run_1/registers.png
Scale bar: 20 µm.
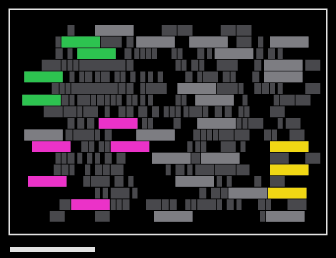
run_1/final_congestion.png
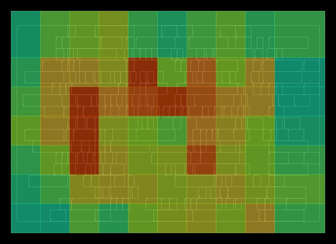
run_1/cell_classes.png
Scale bar: 20 µm.
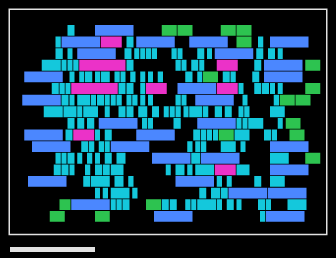
===== config.mk =====
export PLATFORM = sky130hd
export DESIGN_NAME = delay_line_calib
export DESIGN_NICKNAME = d
export VERILOG_FILES = /design/src/rtl/delay_calib_pkg.sv /design/src/rtl/delay_calib_sampler.sv /design/src/rtl/delay_line_calib.sv
export SDC_FILE = /design/constraint.sdc
export NUM_CORES = 1
export LEC_CHECK = 0
export ABC_AREA = 1
export CORE_ASPECT_RATIO = 0.7
export CORE_UTILIZATION = 45
export DETAILED_ROUTE_END_ITERATION = 10
export PLACE_DENSITY = 0.66
export SKIP_LAST_GASP = 1
export SYNTH_ARGS = -nofsm -noshare
export SYNTH_HDL_FRONTEND = slang
export SYNTH_SLANG_ARGS = --single-unit

===== constraint.sdc =====
create_clock -name clk_i -period 4.7 [get_ports clk_i]
set_clock_uncertainty 0.1 [all_clocks]
set_input_delay 0.94 -clock clk_i [delete_from_list [all_inputs] [get_ports clk_i]]
set_output_delay 0.94 -clock clk_i [all_outputs]
set_load 0.005 [all_outputs]

===== src/rtl/delay_calib_pkg.sv =====
// Shared types and width helpers for the delay-line calibration controller.
// Optional feature macro used by the top level: DELAY_CALIB_OVERRIDE_EN.
package delay_calib_pkg;

    typedef enum logic [2:0] {
        IDLE   = 3'd0,
        APPLY  = 3'd1,
        SAMPLE = 3'd2,
        DECIDE = 3'd3,
        DONE   = 3'd4
    } calib_state_e;

    // Settle counter only has to reach settle_cycles-1; keep at least one bit.
    function automatic int settle_cnt_width(input int settle_cycles);
        return (settle_cycles <= 1) ? 1 : $clog2(settle_cycles);
    endfunction

    // Ones counter must be able to hold num_samples itself.
    function automatic int sample_cnt_width(input int num_samples);
        return $clog2(num_samples) + 1;
    endfunction

endpackage


===== src/rtl/delay_calib_sampler.sv =====
// Counts phase-detector samples and ones for one delay code and
// reports the majority vote (ties read as 0).
module delay_calib_sampler
    import delay_calib_pkg::*;
#(
    parameter int NumSamples = 16
) (
    input  logic clk_i,
    input  logic rst_ni,
    input  logic clear_i,
    input  logic enable_i,
    input  logic sample_i,
    output logic last_o,
    output logic maj_o
);

    localparam int CntW = sample_cnt_width(NumSamples);

    logic [CntW-1:0] r_sample_cnt;
    logic [CntW-1:0] r_ones_cnt;

    always_ff @(posedge clk_i or negedge rst_ni) begin
        if (!rst_ni) begin
            r_sample_cnt <= '0;
            r_ones_cnt   <= '0;
        end else if (clear_i) begin
            r_sample_cnt <= '0;
            r_ones_cnt   <= '0;
        end else if (enable_i) begin
            r_sample_cnt <= r_sample_cnt + CntW'(1);
            r_ones_cnt   <= r_ones_cnt + CntW'(sample_i);
        end
    end

    assign last_o = enable_i && (r_sample_cnt == CntW'(NumSamples - 1));
    assign maj_o  = (r_ones_cnt > CntW'(NumSamples / 2));

endmodule


===== src/rtl/delay_line_calib.sv =====
// Delay-line calibration controller: sweeps every delay code, votes on the
// phase detector and locks to the first code whose vote differs from code 0.
// Build option DELAY_CALIB_OVERRIDE_EN adds an IDLE-time manual code override.
module delay_line_calib
    import delay_calib_pkg::*;
#(
    parameter int DelayWidth   = 4,
    parameter int SettleCycles = 8,
    parameter int NumSamples   = 16
) (
    input  logic                  clk_i,
    input  logic                  rst_ni,
    input  logic                  start_i,
    input  logic                  sample_i,
`ifdef DELAY_CALIB_OVERRIDE_EN
    input  logic                  override_en_i,
    input  logic [DelayWidth-1:0] override_code_i,
`endif
    output logic [DelayWidth-1:0] delay_o,
    output logic                  busy_o,
    output logic                  done_o,
    output logic                  found_o,
    output logic [DelayWidth-1:0] code_o,
    output logic [2:0]            state_o
);

    localparam int SettleW = settle_cnt_width(SettleCycles);

    calib_state_e          r_state,      w_state_next;
    logic [SettleW-1:0]    r_settle_cnt, w_settle_next;
    logic [DelayWidth-1:0] r_cur_code,   w_cur_code_next;
    logic [DelayWidth-1:0] r_code,       w_code_next;
    logic [DelayWidth-1:0] r_delay,      w_delay_next;
    logic                  r_ref_maj,    w_ref_maj_next;
    logic                  r_found,      w_found_next;
    logic [DelayWidth-1:0] w_idle_delay;
    logic                  w_last;
    logic                  w_maj;

    delay_calib_sampler #(
        .NumSamples (NumSamples)
    ) u_sampler (
        .clk_i    (clk_i),
        .rst_ni   (rst_ni),
        .clear_i  (r_state == APPLY),
        .enable_i (r_state == SAMPLE),
        .sample_i (sample_i),
        .last_o   (w_last),
        .maj_o    (w_maj)
    );

`ifdef DELAY_CALIB_OVERRIDE_EN
    assign w_idle_delay = override_en_i ? override_code_i : r_code;
`else
    assign w_idle_delay = r_code;
`endif

    always_comb begin
        w_state_next    = r_state;
        w_settle_next   = r_settle_cnt;
        w_cur_code_next = r_cur_code;
        w_code_next     = r_code;
        w_delay_next    = r_delay;
        w_ref_maj_next  = r_ref_maj;
        w_found_next    = r_found;
        case (r_state)
            IDLE: begin
                w_delay_next = w_idle_delay;
                if (start_i) begin
                    w_state_next    = APPLY;
                    w_cur_code_next = '0;
                    w_delay_next    = '0;
                    w_settle_next   = '0;
                    w_found_next    = 1'b0;
                end
            end
            APPLY: begin
                if (r_settle_cnt == SettleW'(SettleCycles - 1)) begin
                    w_state_next  = SAMPLE;
                    w_settle_next = '0;
                end else begin
                    w_settle_next = r_settle_cnt + SettleW'(1);
                end
            end
            SAMPLE: begin
                if (w_last) begin
                    w_state_next = DECIDE;
                end
            end
            DECIDE: begin
                // Code 0 only records the reference vote; it can never be the lock point.
                if (r_cur_code == '0) begin
                    w_ref_maj_next = w_maj;
                end
                if ((r_cur_code != '0) && (w_maj != r_ref_maj)) begin
                    w_code_next  = r_cur_code;
                    w_found_next = 1'b1;
                    w_delay_next = r_cur_code;
                    w_state_next = DONE;
                end else if (r_cur_code == '1) begin
                    w_code_next  = '1;
                    w_found_next = 1'b0;
                    w_delay_next = '1;
                    w_state_next = DONE;
                end else begin
                    w_cur_code_next = r_cur_code + DelayWidth'(1);
                    w_delay_next    = r_cur_code + DelayWidth'(1);
                    w_state_next    = APPLY;
                end
            end
            DONE: begin
                w_delay_next = w_idle_delay;
                w_state_next = IDLE;
            end
            default: begin
                w_state_next = IDLE;
            end
        endcase
    end

    always_ff @(posedge clk_i or negedge rst_ni) begin
        if (!rst_ni) begin
            r_state      <= IDLE;
            r_settle_cnt <= '0;
            r_cur_code   <= '0;
            r_code       <= '0;
            r_delay      <= '0;
            r_ref_maj    <= 1'b0;
            r_found      <= 1'b0;
        end else begin
            r_state      <= w_state_next;
            r_settle_cnt <= w_settle_next;
            r_cur_code   <= w_cur_code_next;
            r_code       <= w_code_next;
            r_delay      <= w_delay_next;
            r_ref_maj    <= w_ref_maj_next;
            r_found      <= w_found_next;
        end
    end

    assign delay_o = r_delay;
    assign code_o  = r_code;
    assign found_o = r_found;
    assign busy_o  = (r_state == APPLY) || (r_state == SAMPLE) || (r_state == DECIDE);
    assign done_o  = (r_state == DONE);
    assign state_o = r_state;

endmodule


==> out/qor.json, run 1 <==
{
  "run_status": {"value": "finished, final reports clean"},
  "critical_path_class": {"value": "reg -> out"},
  "top_power_group": {"value": "combinational cells"},
  "data_required_time_of_the_worst_path": {"value": 3.66, "unit": "ns"},
  "synthDistinctLibCells": {"value": 22},
  "cts-buffers-inserted": {"value": 5},
  "grt_start_max_net_pins": {"value": 31},
  "post_cts_resize_count": {"value": 0},
  "tritoncts": {"value": "built"},
  "syn-mean-instance-area": {"value": 7.95, "unit": "µm²"},
  "rsz0062_at_grt": {"value": "no"},
  "top_layout_cells": {"value": "sky130_fd_sc_hd__nand2_1, sky130_fd_sc_hd__dfrtp_1, sky130_fd_sc_hd__nor2_1"},
  "cp_slowest_cell": {"value": "sky130_fd_sc_hd__clkdlybuf4s50_1"},
  "max-clock-path-buffers": {"value": 2},
  "synthDominantCellAreaShare": {"value": 46.0, "unit": "%"},
  "worstMarginPinSlew": {"value": 0.685, "unit": "ns"},
  "grt_pass1_vias": {"value": 1336},
  "area.growth.synth_to_final": {"value": 21.9, "unit": "%"},
  "synth-cells-yosys": {"value": 205},
  "ys_sh_simple": {"value": 29.5, "unit": "%"},
  "m1WireLength": {"value": 1880, "unit": "µm"},
  "r2r_start": {"value": "state_o[2]"},
  "postCtsSetupRepairBufs": {"value": 0},
  "clock-root-buffer": {"value": "sky130_fd_sc_hd__clkbuf_8"},
  "non_filler_instances": {"value": 275},
  "cap_violations": {"value": 0},
  "min_delay_worst_endpoint": {"value": "u_sampler.r_ones_cnt[4]"},
  "clock_tree.htree_level_count": {"value": 2},
  "placement.cell_area": {"value": 1850, "unit": "µm²"},
  "worstHoldStart": {"value": "u_sampler.r_ones_cnt[4]"},
  "finalSetupViolCount": {"value": 0},
  "clock.latency.late_pin": {"value": 0.29, "unit": "ns"},
  "synth_async_sr_flop_share": {"value": 100, "unit": "%"},
  "p_per_area": {"value": 613, "unit": "nW/µm²"}
}
## Picture notes: registers.png
legend:
  green:
    name_in_the_netlist: r_cur_code
    placed_flops: 4
    where: upper left
  magenta:
    name_in_the_netlist: u_sampler.r_ones_cnt
    placed_flops: 5
  yellow:
    name_in_the_netlist: r_settle_cnt
    placed_flops: 3
not coloured: 18
Seq area share: 37.8%
post-route core utilization: 60.3%
Seq power: 0.398 mW

## Picture notes: final_congestion.png
met1 global-route usage: 32.5%
Routed WL per cell: 13.2 µm
fraction of met2 tracks used by global routing: 32.1%
routing usage on met3: 6.15%
Global Route Usage Sum: 22.5%

## Picture notes: cell_classes.png
legend:
  cyan:
    class: all other logic
    cells: 172
  magenta:
    class: clock drivers and dummy loads
    cells: 8
  blue:
    class: flip-flops
    cells: 30
  green:
    class: other buffers and delay cells
    cells: 18
count of standard-cell rows: 17
total core area: 3300 µm²

-- run 1: cell type report --
type	instances	area, µm²
clock buffer	6	82.6
multi-input combinational	150	776
timing repair buffer	18	178
clock inverter	2	60.1
fill	283	1310
inverter	22	82.6
sequential	30	751
tap	47	58.8
-- run 1: critical path: cells and delay by family, from the launching register on --
kind | cells | cell delay, ns
flops | 1 | 0.43
simple gates | 2 | 0.32
buf+inv | 2 | 0.56
-- run 1: through the flow --
| step | total power [mW] | hold slack [ns] |
|---|---|---|
| finish | 1.22 | 0.364 |
| global route | 1.33 | 0.410 |
| CTS | 1.22 | 0.367 |
| detailed placement | 0.893 | 0.358 |
| global placement | 0.875 | 0.356 |
| floorplan | 0.711 | 0.340 |
## Run 2: what changed since run 1
clock period = 2.74 ns   (was 4.7 ns; I/O delays follow)
==> out/qor.json, run 2 <==
{
  "run_status": {"value": "finished, final reports clean"},
  "synth_async_sr_flop_share": {"value": 100, "unit": "%"},
  "hold-worst-slack": {"value": 0.382, "unit": "ns"},
  "finalSetupViolCount": {"value": 0},
  "total_number_of_cells_along_the_worst_setup_path": {"value": 4},
  "clock_tree.htree_level_count": {"value": 2},
  "worstHoldStart": {"value": "u_sampler.r_ones_cnt[4]"},
  "post_cts_resize_count": {"value": 0},
  "critical-path-top-delay-family": {"value": "buffers and inverters"},
  "clock.latency.late_pin": {"value": 0.29, "unit": "ns"},
  "cts-buffers-inserted": {"value": 5},
  "cp.buffers_inverters": {"value": 2},
  "clock_sink_count": {"value": 30},
  "finalPower": {"value": 2.03, "unit": "mW"},
  "fillCellCount": {"value": 312},
  "min_delay_worst_endpoint": {"value": "u_sampler.r_ones_cnt[4]"},
  "post_route_core_utilization": {"value": 60.1, "unit": "%"},
  "cap_violations": {"value": 0},
  "critical_path_class": {"value": "reg -> out"},
  "synth-cells-yosys": {"value": 205},
  "globalRouteMet3Util": {"value": 5.58, "unit": "%"},
  "wire_per_inst": {"value": 13.4, "unit": "µm"},
  "fp.coreArea": {"value": 3300, "unit": "µm²"},
  "r2r_start": {"value": "state_o[2]"},
  "max-clock-path-buffers": {"value": 2},
  "fp-row-count": {"value": 17},
  "grt_util_met2": {"value": 32.3, "unit": "%"},
  "tool_warnings": {"value": 27},
  "ys_sh_simple": {"value": 29.5, "unit": "%"},
  "grt_usage": {"value": 22.5, "unit": "%"},
  "top_layout_cells": {"value": "sky130_fd_sc_hd__nand2_1, sky130_fd_sc_hd__dfrtp_1, sky130_fd_sc_hd__nor2_1"},
  "cp_slowest_cell": {"value": "sky130_fd_sc_hd__clkdlybuf4s50_1"},
  "synthDominantCellAreaShare": {"value": 46.0, "unit": "%"},
  "data_required_time_of_the_worst_path": {"value": 2.09, "unit": "ns"},
  "placement.cell_area": {"value": 1870, "unit": "µm²"},
  "rsz0062_at_grt": {"value": "no"},
  "synthDistinctLibCells": {"value": 22},
  "worstMarginPinSlew": {"value": 0.385, "unit": "ns"},
  "antenna_violations_before_repair": {"value": 0},
  "grt_start_max_net_pins": {"value": 31},
  "p_per_area": {"value": 1020, "unit": "nW/µm²"},
  "drc": {"value": 0}
}
[run 2: per-layer routing]
metal / up-vias / routed length, µm
met4: 0 / 57
li1: 718 / -
met1: 671 / 1890
met2: 40 / 1550
met3: 7 / 213
met5: - / 0
[run 2: layout make-up]
cell class	instances	area (µm²)	area share (%)
Clock inverter	1	30.0	1.52
Inverter	22	82.6	4.17
Multi-Input combinational cell	150	776	39.2
Sequential cell	30	751	37.9
Timing Repair Buffer	21	200	10.1
Tap cell	47	58.8	2.97
Clock buffer	6	82.6	4.17
[run 2: power groups by stage]
stage                     registers (mW)  clock network (mW)  logic, mW
after global placement             0.679                   0      0.854
after global routing               0.701               0.483       1.01
after detailed placement           0.686                   0      0.867
after CTS                          0.680               0.465      0.874
final                              0.682               0.463      0.884
after floorplan                    0.669                   0      0.550
run_2/gate_families.png
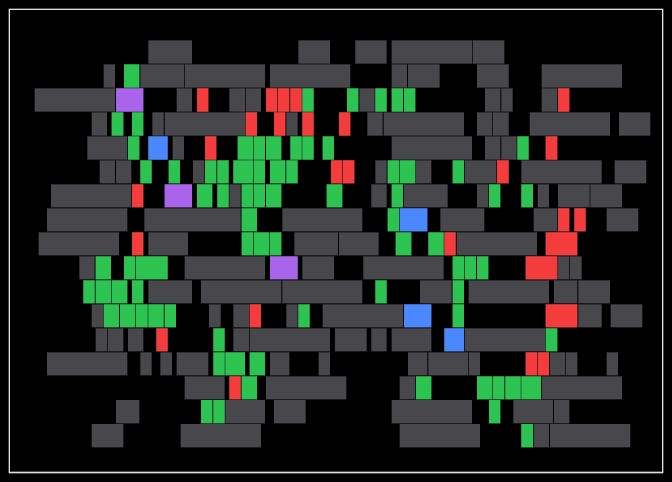
legend:
  purple:
    family: XOR/XNOR gates
    cells: 3
    most_used: xor2_1
  red:
    family: NOR gates
    cells: 27
    most_used: nor2_1
  green:
    family: NAND gates
    cells: 77
    most_used: nand2_1
  blue:
    family: AND and OR gates
    cells: 4
    most_used: or2_4
Non-Filler Instances: 277
multi-input gate share of total cell area: 39.2%
most frequent standard cell in the layout excluding fill and tap cells: sky130_fd_sc_hd__nand2_1

Power is estimated from default activity; no workload was simulated.
